===== src/rtl/fifo_pkg.sv =====
// fifo_pkg: shared FIFO sizing defaults and status FSM state encodings
package fifo_pkg;
    localparam int DEF_MEM_SIZE = 8;
    localparam int DEF_PTR      = 3;
    localparam int CNT_W        = DEF_PTR + 1;
    localparam logic [2:0] S_INIT   = 3'd0;
    localparam logic [2:0] S_IDLE   = 3'd1;
    localparam logic [2:0] S_ACTIVE = 3'd2;
    localparam logic [2:0] S_FULL   = 3'd3;
    localparam logic [2:0] S_ERROR  = 3'd4;
endpackage


===== src/rtl/fifo_status_ctrl.sv =====
// fifo_status_ctrl: FIFO occupancy counter, status flags, sticky errors and coarse FSM
//   clk, reset (sync, active-high)
//   push, pop                  qualified write/read strobes
//   umbral_bajo, umbral_alto   almost-empty/full thresholds, latched in INIT only
//   fifo_count                 occupancy 0..MEM_SIZE
//   fifo_empty, fifo_full, almost_empty, almost_full  registered-state decodes
//   error_overflow, error_underflow                   sticky until reset
//   state                      FSM state (encodings in fifo_pkg)
module fifo_status_ctrl
    import fifo_pkg::*;
#(
    parameter int MEM_SIZE = DEF_MEM_SIZE,
    parameter int PTR      = DEF_PTR
) (
    input  logic         clk,
    input  logic         reset,
    input  logic         push,
    input  logic         pop,
    input  logic [PTR:0] umbral_bajo,
    input  logic [PTR:0] umbral_alto,
    output logic [PTR:0] fifo_count,
    output logic         fifo_empty,
    output logic         fifo_full,
    output logic         almost_empty,
    output logic         almost_full,
    output logic         error_overflow,
    output logic         error_underflow,
    output logic [2:0]   state
);
    localparam logic [PTR:0] FULL_CNT = (PTR+1)'(MEM_SIZE);
    logic [PTR:0] th_lo, th_hi, nxt_cnt;
    logic         inc, dec, ovf_ev, unf_ev;
    assign inc    = push & ~pop;
    assign dec    = pop & ~push;
    assign ovf_ev = inc & fifo_full;
    assign unf_ev = dec & fifo_empty;
    // Illegal strobes leave the count untouched so it never wraps.
    assign nxt_cnt = (ovf_ev | unf_ev) ? fifo_count :
                     inc ? fifo_count + 1'b1 :
                     dec ? fifo_count - 1'b1 : fifo_count;
    always_ff @(posedge clk) begin
        if (reset) begin
            fifo_count      <= '0;
            state           <= S_INIT;
            error_overflow  <= 1'b0;
            error_underflow <= 1'b0;
            th_lo           <= '0;
            th_hi           <= '0;
        end else if (state == S_ERROR) begin
            state <= S_ERROR;
        end else if (state > S_ERROR) begin
            state <= S_INIT;
        end else begin
            if (state == S_INIT) begin
                th_lo <= umbral_bajo;
                th_hi <= umbral_alto;
            end
            fifo_count      <= nxt_cnt;
            error_overflow  <= error_overflow | ovf_ev;
            error_underflow <= error_underflow | unf_ev;
            // Legal states follow the updated count, so INIT/IDLE/ACTIVE/FULL share one rule.
            state <= (ovf_ev | unf_ev) ? S_ERROR :
                     (nxt_cnt == '0) ? S_IDLE :
                     (nxt_cnt == FULL_CNT) ? S_FULL : S_ACTIVE;
        end
    end
    assign fifo_empty   = fifo_count == '0;
    assign fifo_full    = fifo_count == FULL_CNT;
    assign almost_empty = fifo_count <= th_lo;
    assign almost_full  = fifo_count >= th_hi;
endmodule


===== config.mk =====
export PLATFORM = sky130hd
export DESIGN_NAME = fifo_status_ctrl
export DESIGN_NICKNAME = d
export VERILOG_FILES = /design/src/rtl/fifo_pkg.sv /design/src/rtl/fifo_status_ctrl.sv
export SDC_FILE = /design/constraint.sdc
export NUM_CORES = 1
export LEC_CHECK = 0
export CORE_MARGIN = 5
export CORE_UTILIZATION = 44
export CTS_BUF_LIST = sky130_fd_sc_hd__clkbuf_16
export CTS_CLUSTER_DIAMETER = 150
export CTS_CLUSTER_SIZE = 24
export DETAILED_ROUTE_END_ITERATION = 6
export PLACE_DENSITY = 0.74
export SKIP_LAST_GASP = 1
export SLEW_MARGIN = 20
export SYNTH_ARGS = -nofsm -noshare
export SYNTH_HDL_FRONTEND = slang
export SYNTH_SLANG_ARGS = --single-unit

===== constraint.sdc =====
create_clock -name clk -period 1.6 [get_ports clk]
set_input_delay 0.32 -clock clk [delete_from_list [all_inputs] [get_ports clk]]
set_output_delay 0.32 -clock clk [all_outputs]
set_load 0.005 [all_outputs]

==> run_1/final_congestion.png <==
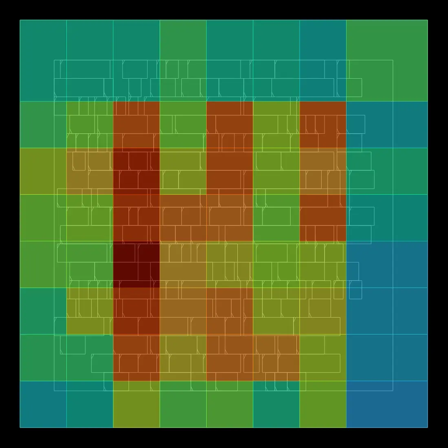
final core utilization: 0.756
Routed WL per cell: 16.4 um
met3 global-route usage: 0.0383
overall global routing resource usage: 0.194
met2 layer usage reported by global route: 0.333

==> run_1/cell_classes.png <==
(6 px per um) Fill, decap, tap and diode cells in grey.
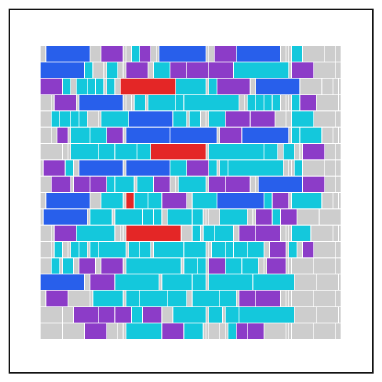
[flops] blue | cells: 17 | share of their area: 19%
[clock drivers and dummy loads] red | cells: 4 | share of their area: 4.3%
[other buffers and delay cells] purple | cells: 52 | share of their area: 26%
[all other logic] cyan | cells: 111 | share of their area: 51%
post-route cell area: 1860 sq um
Core Region: 2450 sq um
placement row count: 18
sequential cell area share: 0.186

==> run_1/gate_families.png <==
(6 px per um)
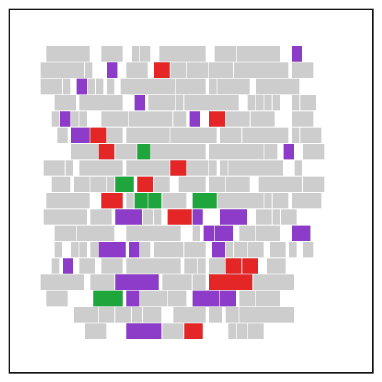
[inverting AOI/OAI gates] purple | cells: 23
[AND-OR and OR-AND gates] red | cells: 12 | where: middle
[AND and OR gates] green | cells: 6
most common cell after layout, fill and taps aside: nor2_1
combinational fraction of the cell area: 0.473

==> flow_summary_export.csv <==
group,metric,value,unit
yosys,ys_cells,135,
timing,fin_hold_ws,0.479,ns
route,finalWirelength,3.51,mm
route,drt_drc_violations_left,0,
power_and_ir_drop,ir_drop,0.00130,V
power_and_ir_drop,powerDensity,1800,nW/um^2
critical_path,logic_depth_of_the_worst_register_to_register_path,7,
route,detail_route.first_pass.iterations,4,
timing,max_transition_viols_final,0,
timing,pnr_worst_setup_slack,-0.288,ns
global_route,initial_antenna_violation_count,0,
timing,setup_repair_after_global_routing_missed_its_margin,"yes",
timing,max_slew_margin,0.836,
critical_path,critical_path_arrival,1.57,ns
global_route,via_count_of_the_first_global_routing_pass,1112,
critical_path,rr_endpoint,"state[1]",
outcome,outcome,"finished, violations left",
floorplan,io_pins,25,
critical_path,critPathCaptureType,"output port",
yosys,synth.yosys.seq_area_share,0.305,
clock_network,worstSkewPairLatency,0.25,ns
yosys,async_set_or_reset_flop_fraction_in_the_synthesized_netlist,0,
final_layout,layout.cells.most_common_list,"23 x nor2_1, 18 x buf_4, 17 x clkdlybuf4s50_1",
outcome,violations,"negative setup slack",
clock_network,clock_sink_count,17,
placed_design,dp.final_hpwl,2.08,mm
critical_path,crit_end,"almost_full",
critical_path,start_kind,"flop",
clock_network,clockRootBuffer,"clkbuf_16",
placed_design,placed_area,1520,sq um
yosys,synth.lib_cells_used.distinct,40,
yosys,synth_register_bits,17,
yosys,dominantRegCellSynth,"dfxtp_1",
yosys,enable_flop_cells,0,
yosys,netlist_area,1110,sq um
global_route,grt_remaining_overflow,0,
critical_path,cp_max_fo,2,
timing,finalHoldViolCount,0,
critical_path,r2r_setup_slack,-0.24,ns
floorplan,die_width,60.3,um
yosys,mappedNetlistNets,157,
timing,setup_tns,-1.85,ns
floorplan,core_util_floorplan,0.454,
clock_network,clock_path_buffers,2,
placed_design,routabilityCongestion,0.809,
yosys,syn_avg_cell_area,8.26,sq um
placed_design,placed_cells,205,
final_layout,drive_above_1_share,0.386,
final_layout,syn2layout_area_growth,66.4,%
route,vias,1181,
final_layout,finalNetCount,207,
route,via_per_inst,5.52,
critical_path,critical_path_required,1.28,ns
clock_network,cts_htree_levels,1,
clock_network,tritoncts_buffer_count,3,
timing,tightest_slew,0.245,ns
timing,setup_viol_count_final,10,
yosys,yosys-stat-area,1110,sq um
timing,finalCritPeriodShare,1.18,
hold_path,worstHoldPathType,"reg2reg",
yosys,cells_after_synth,135,
critical_path,r2r_start,"fifo_count[1]",
critical_path,timing.setup.critical_path_class,"reg2out",
floorplan,design.die.area,3640,sq um
job,warning_count,30,
timing,fin_skew,0.00190,ns
power_and_ir_drop,leakage,0.815,nW
clock_network,cts_tree,"done",
## run 1: worst max-delay path, stage by stage, from the launching register on
cell and delay, ns:
dfxtp_2 0.32, inv_2 0.08, ha_4 0.20, nand2b_4 0.13
a21o_1 0.16, a21o_1 0.16, a21o_1 0.15, buf_2 0.12
## run 1: timing repair
| action | in CTS | in global routing |
|---|---|---|
| setup endpoints to repair | 15 | 12 |
| resized | 46 | 25 |
| pin swaps | 15 | 12 |
| setup buffers | 2 | 3 |
## run 1: flip-flops by register name, summed over array words and instances (netlist names)
register         flops
th_hi                4
error_overflow       1
state                3
fifo_count           4
th_lo                4
error_underflow      1
## run 1: synthesized netlist by cell type, drive strengths merged, types with 2 or more instances
cell type  count  area share
a211oi         2       0.013
a21o           4       0.027
a21oi         11       0.049
a31oi          3       0.017
and3           2       0.011
buf            5       0.038
clkbuf         2      0.0067
dfxtp         17        0.31
ha            10        0.11
inv           12       0.040
mux2i          4       0.036
nand2b         4       0.029
nand3          3       0.013
nor2          23       0.077
nor2b          5       0.028
nor3           2       0.013
nor3b          2       0.013
o21a           4       0.027
o21ai          4       0.021
o22ai          2       0.017
or3            2       0.011
## run 1: cells by family (layout without fill, tap and decap cells)
kind of cell    after synthesis  in the layout  share of synthesized area
fa+ha+maj                    10             10                      0.112
mux                           4              4                     0.0359
compound gates               35             35                      0.214
simple gates                 49             49                      0.239
xor+xnor                      1              1                    0.00786
flops                        17             17                      0.305
buf+inv                      19             68                     0.0853
## run 1: report_power, final
| part | switching [mW] | total [mW] | leakage, nW | internal (mW) |
|---|---|---|---|---|
| clock | 0.171 | 0.503 | 0.0423 | 0.332 |
| combinational | 0.973 | 2.20 | 0.632 | 1.22 |
| sequential | 0.0815 | 0.637 | 0.141 | 0.555 |
| total | 1.23 | 3.34 | 0.815 | 2.11 |
## run 1: through the flow
step                      worst slack, ns  power (mW)  utilization
after floorplan                   -0.0736        1.54            -
after global placement             -0.422        2.24        0.618
after detailed placement           -0.456        2.29        0.618
after CTS                          -0.323        3.02        0.696
after global routing               -0.352        3.56        0.756
final                              -0.288        3.34        0.756
## run 1: how the worst min path moves through the flow
stage / startpoint / endpoint / slack (ns) / cells after the start
after detailed placement: error_underflow / error_underflow / 0.46 / 2
after floorplan: umbral_alto[1] / th_hi[1] / 0.46 / 2
after global routing: error_underflow / error_underflow / 0.52 / 2
after global placement: error_underflow / error_underflow / 0.45 / 2
final: error_underflow / error_underflow / 0.48 / 2
after CTS: error_underflow / error_underflow / 0.48 / 2
## run 1: layer usage
metal,global-route usage,vias up,part of all wire
met4,0.0601,0,0.013
met3,0.0383,6,0.051
met1,0.243,575,0.43
met2,0.333,31,0.51
met5,0,-,0
li1,-,569,-
## run 1: area by class of cell
class,count,area [sq um]
Clock inverter,1,3.75
Timing Repair Buffer,52,468
Inverter,12,47.5
Multi-Input combinational cell,99,878
Clock buffer,3,75.1
Tap cell,30,37.5
Fill cell,166,599
Sequential cell,17,345
No activity file was given, so power comes from the tool's default toggle rates.
